**config.mk**
```make
export PLATFORM = sky130hd
export DESIGN_NAME = acc_sequencer
export DESIGN_NICKNAME = d
export VERILOG_FILES = /design/src/rtl/acc_sequencer.sv
export SDC_FILE = /design/constraint.sdc
export NUM_CORES = 1
export LEC_CHECK = 0
export ABC_AREA = 0
export CAP_MARGIN = 25
export CORE_MARGIN = 2
export CORE_UTILIZATION = 38
export CTS_CLUSTER_DIAMETER = 120
export DETAILED_ROUTE_END_ITERATION = 10
export PLACE_DENSITY_LB_ADDON = 0.08
export SLEW_MARGIN = 10
export SYNTH_ARGS = -nofsm -noshare
export SYNTH_HDL_FRONTEND = slang
export SYNTH_SLANG_ARGS = --single-unit
```
**constraint.sdc**
```tcl
create_clock -name clk -period 1.59 [get_ports clk]
set_clock_uncertainty 0.1 [all_clocks]
set_input_delay 0.318 -clock clk [delete_from_list [all_inputs] [get_ports clk]]
set_output_delay 0.318 -clock clk [all_outputs]
set_load 0.03 [all_outputs]
```
**src/rtl/acc_sequencer.sv**
```systemverilog
// acc_sequencer: accumulates signed 4-bit samples into frames of up to N
// samples using an external 4-bit adder.
// A frame closes on the N-th accept or on an early flush. The result is then
// held until the consumer takes it. Overflow either clamps the total to the
// signed rail or keeps the wrapped sum, and is recorded in a sticky flag.
module acc_sequencer #(
  parameter int N        = 4,
  parameter bit SATURATE = 1'b1
) (
  input  logic       clk,
  input  logic       rst,
  input  logic       in_valid,
  output logic       in_ready,
  input  logic [3:0] in_data,
  output logic [3:0] add_a,
  output logic [3:0] add_b,
  input  logic [3:0] add_sum,
  input  logic       add_ovf,
  input  logic       flush,
  output logic       out_valid,
  input  logic       out_ready,
  output logic [3:0] out_total,
  output logic       out_ovf,
  output logic [3:0] out_count
);

  typedef enum logic {ACC = 1'b0, DONE = 1'b1} state_e;

  state_e     state_q, state_d;
  logic [3:0] total_q, total_d;
  logic [3:0] count_q, count_d;
  logic       ovf_q, ovf_d;
  logic       in_ready_q, in_ready_d;
  logic       out_valid_q, out_valid_d;
  logic       accept;

  // The adder always sees the running total and the sample on the bus;
  // only an accepted sample commits its result.
  assign add_a     = total_q;
  assign add_b     = in_data;
  assign accept    = in_valid & in_ready_q;

  assign in_ready  = in_ready_q;
  assign out_valid = out_valid_q;
  assign out_total = total_q;
  assign out_ovf   = ovf_q;
  assign out_count = count_q;

  // Next-state logic: accumulate in ACC, hold and wait for the consumer in DONE.
  always_comb begin
    state_d = state_q;
    total_d = total_q;
    count_d = count_q;
    ovf_d   = ovf_q;
    case (state_q)
      ACC: begin
        if (accept) begin
          count_d = count_q + 4'd1;
          ovf_d   = ovf_q | add_ovf;
          // Signed overflow needs both operands of the same sign, so the
          // sample's sign tells us which rail was crossed.
          if (add_ovf && SATURATE)
            total_d = in_data[3] ? 4'b1000 : 4'b0111;
          else
            total_d = add_sum;
          if (count_d == 4'(N) || flush)
            state_d = DONE;
        end else if (flush && count_q != 4'd0) begin
          state_d = DONE;
        end
      end
      DONE: begin
        if (out_ready) begin
          total_d = 4'd0;
          count_d = 4'd0;
          ovf_d   = 1'b0;
          state_d = ACC;
        end
      end
      default: state_d = ACC;
    endcase
    in_ready_d  = (state_d == ACC);
    out_valid_d = (state_d == DONE);
  end

  // State and handshake registers; reset takes priority over everything.
  always_ff @(posedge clk) begin
    if (rst) begin
      state_q     <= ACC;
      total_q     <= 4'd0;
      count_q     <= 4'd0;
      ovf_q       <= 1'b0;
      in_ready_q  <= 1'b1;
      out_valid_q <= 1'b0;
    end else begin
      state_q     <= state_d;
      total_q     <= total_d;
      count_q     <= count_d;
      ovf_q       <= ovf_d;
      in_ready_q  <= in_ready_d;
      out_valid_q <= out_valid_d;
    end
  end

endmodule

```
==> impl_metrics.tcl, run 1 <==
# implementation run metrics
set metrics [dict create \
    use_met3 0.04800 \
    cp_slowest_cell "clkdlybuf4s50_1" \
    grt_max_degree 8 \
    cts_buffer_depth 2 \
    power-top-group "sequential cells" \
    portBuffers 26 \
    sh_comb_area 0.3571 \
    critical_path_class "in -> reg" \
    synth.top_cell.area_share 0.3499 \
    taps 16 \
    postSynthSeqShare 0.3499 \
    worstSetupStartpointType "input port" \
    highest_layer "met4" \
    p_switching_w 0.0002569 \
    finalCritPeriodShare 0.9268 \
    clock_sinks 11 \
    path_cells "clkdlybuf4s50_1, and3b_1, a41oi_2, a311oi_2" \
    largestClassByArea "multi-input combinational cells" \
    final_cells 118 \
    worstHoldPathCells 2 \
    final_cell_area_um2 910.9 \
    aoi_share 0.1928 \
    flop_area_um2 220.2 \
    synth_top_flop_cell "dfxtp_1" \
    ctsHtreeMaxLevel 1 \
    drt_iter0_drc 4 \
    ff_count 11 \
    hp-class "reg -> reg" \
    p_seq_frac 0.413 \
    slew_viol_final 0 \
    layout.nonclk_buf_frac 0.3420 \
    wl_met3_um 92 \
    synth_area_um2 629.4 \
    finalSetupViolCount 0 \
    pg_seq_w 0.000313 \
    globalplace.congestion 0.7833 \
    signal_buffers 36 \
    fp_util 0.4130 \
    r2r-end "out_count[3]$_SDFFE_PP0P_" \
    sw_frac_of_total 0.3382 \
    clk_latency_ns 0.28 \
    synth_chip_area_um2 629.4 \
    critical_path.max_fanout 7 \
    synth_cell_types 24 \
    rr_worst_depth 4 \
    cp.arrival_ns 1.56 \
    final_nets 120 \
    max-vdd-ir-drop_mv 0.4067 \
    core-area_um2 1524 \
    min-delay-start "add_a[2]$_SDFFE_PP0P_" \
    warnings 28 \
    reg2reg_slack_ns 0.17 \
    finalHoldViolations 0 \
    yosys_cells 72 \
    numCtsBuffers 3 \
    cp_slowest_stage_delay_ns 0.50 \
    synth_top_cell_by_count "dfxtp_1" \
    worstMarginPinSlew_ns 0.3136 \
    dp_hpwl_um 1127 \
    first_pass_iters 4 \
    path_buffers 1 \
    status "finished, final reports clean" \
    detailroute.wirelength.met2_um 727 \
    crit_start "in_valid" \
    power_frac_comb 0.328 \
    cp.required_ns 1.68 \
    rsz0062_at_grt "no" \
    clock_power_share 0.259 \
    ys_ff 11 \
    whs_ns 0.3722 \
    synthAdderAreaFrac 0.05964 \
    crit_path_end_kind "flop" \
    cts_tree "built" \
    via_per_inst 5.110 \
    grt.overflow.total 0 \
    top_area_cell "dfxtp_1" \
    die_w_um 44.70 \
]
Run 1, metal 1:
Supply wires on this layer in gray.
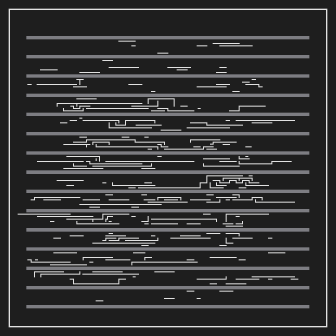
- nets with wire on the layer: 103
- main direction: horizontal
- wire length on this layer: 616 um
- share of all routed wire: 42%
- longest straight run: 12.4 um
via count: 603
grt met1 use: 0.1762

Run 1, signal wires on met2:
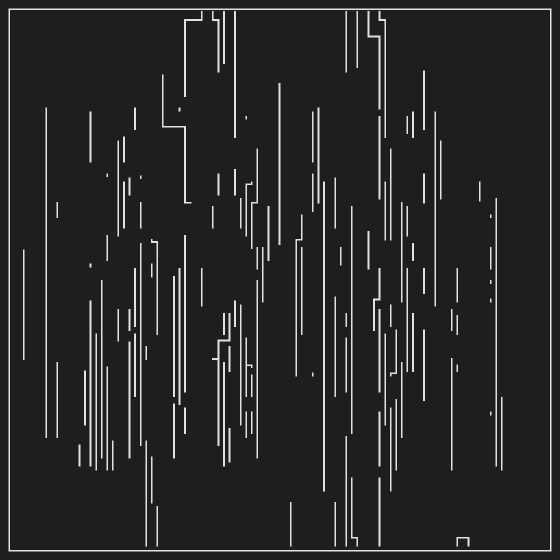
- share of all routed wire: 50%
- nets with wire on the layer: 103
- wire length on this layer: 728 um
- longest straight run: 27.2 um
- main direction: vertical
met2 GRT Util: 0.2841
Detailed Route WL: 1457 um

Run 1, met3 routing:
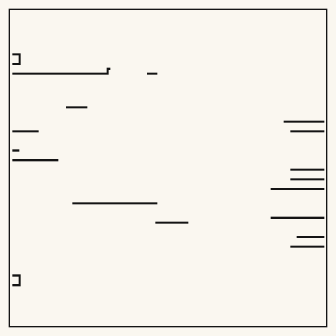
- nets with wire on the layer: 16
- share of all routed wire: 6.4%
- longest straight run: 13.3 um
- main direction: horizontal
- wire length on this layer: 92.6 um

==> run 2, diff against run 1 <==
PLACE_DENSITY = 0.78   (was unset)
PLACE_DENSITY_LB_ADDON = unset   (was 0.08)
Run 2, met3 routing:
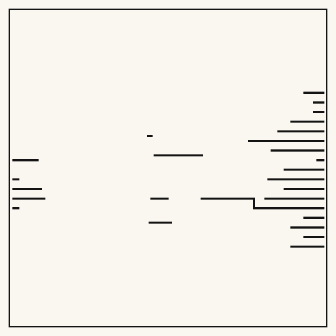
- share of all routed wire: 8.5%
- longest straight run: 10.5 um
- main direction: horizontal
- nets with wire on the layer: 24
M3 GR Usage: 0.06000
Detailed Route WL: 1400 um
via count: 597

==> run 2 against run 1 <==
Critical path type is now reg -> out. Non-clock buffer count fell by 1. Die area did not move. Critical endpoint is now out_count[0]. Final area fell by 0.69%. Critical path depth fell by 3. Via count fell by 1.0%.
==> impl_metrics.tcl, run 2 <==
# implementation run metrics
set metrics [dict create \
    cts_buffer_depth 2 \
    synth_area_um2 629.4 \
    cts_tree "built" \
    aoi_share 0.1928 \
    power_frac_comb 0.327 \
    dp_hpwl_um 1061 \
    crit_start "out_count[0]$_SDFFE_PP0P_" \
    synth_top_cell_by_count "dfxtp_1" \
    reg2reg_slack_ns 0.18 \
    finalHoldViolations 0 \
    p_seq_frac 0.418 \
    fp_util 0.4130 \
    power-top-group "sequential cells" \
    synth_cell_types 24 \
    max-vdd-ir-drop_mv 0.4999 \
    final_cells 117 \
    ff_count 11 \
    path_cells "dlygate4sd2_1" \
    status "finished, final reports clean" \
    finalCritPeriodShare 0.9557 \
    numCtsBuffers 3 \
    min-delay-start "add_a[1]$_SDFFE_PP0P_" \
    die_w_um 44.70 \
    largestClassByArea "multi-input combinational cells" \
    synth.top_cell.area_share 0.3499 \
    slew_viol_final 0 \
    wl_met3_um 119 \
    sw_frac_of_total 0.3387 \
    clock_power_share 0.256 \
    rr_worst_depth 4 \
    portBuffers 26 \
    layout.nonclk_buf_frac 0.3361 \
    worstHoldPathCells 2 \
    pg_seq_w 0.000315 \
    ctsHtreeMaxLevel 1 \
    whs_ns 0.3785 \
    signal_buffers 35 \
    detailroute.wirelength.met2_um 633 \
    use_met2 0.2522 \
    grt.overflow.total 0 \
    worstMarginPinSlew_ns 0.3131 \
    critical_path.max_fanout 5 \
    rsz0062_at_grt "no" \
    clk_latency_ns 0.27 \
    flop_area_um2 220.2 \
    taps 16 \
    ys_ff 11 \
    final_cell_area_um2 904.6 \
    grt_use_met1 0.1843 \
    globalplace.congestion 0.7888 \
    crit_path_end_kind "output pin" \
    first_pass_iters 4 \
    warnings 28 \
]
No activity file was given, so power comes from the tool's default toggle rates.
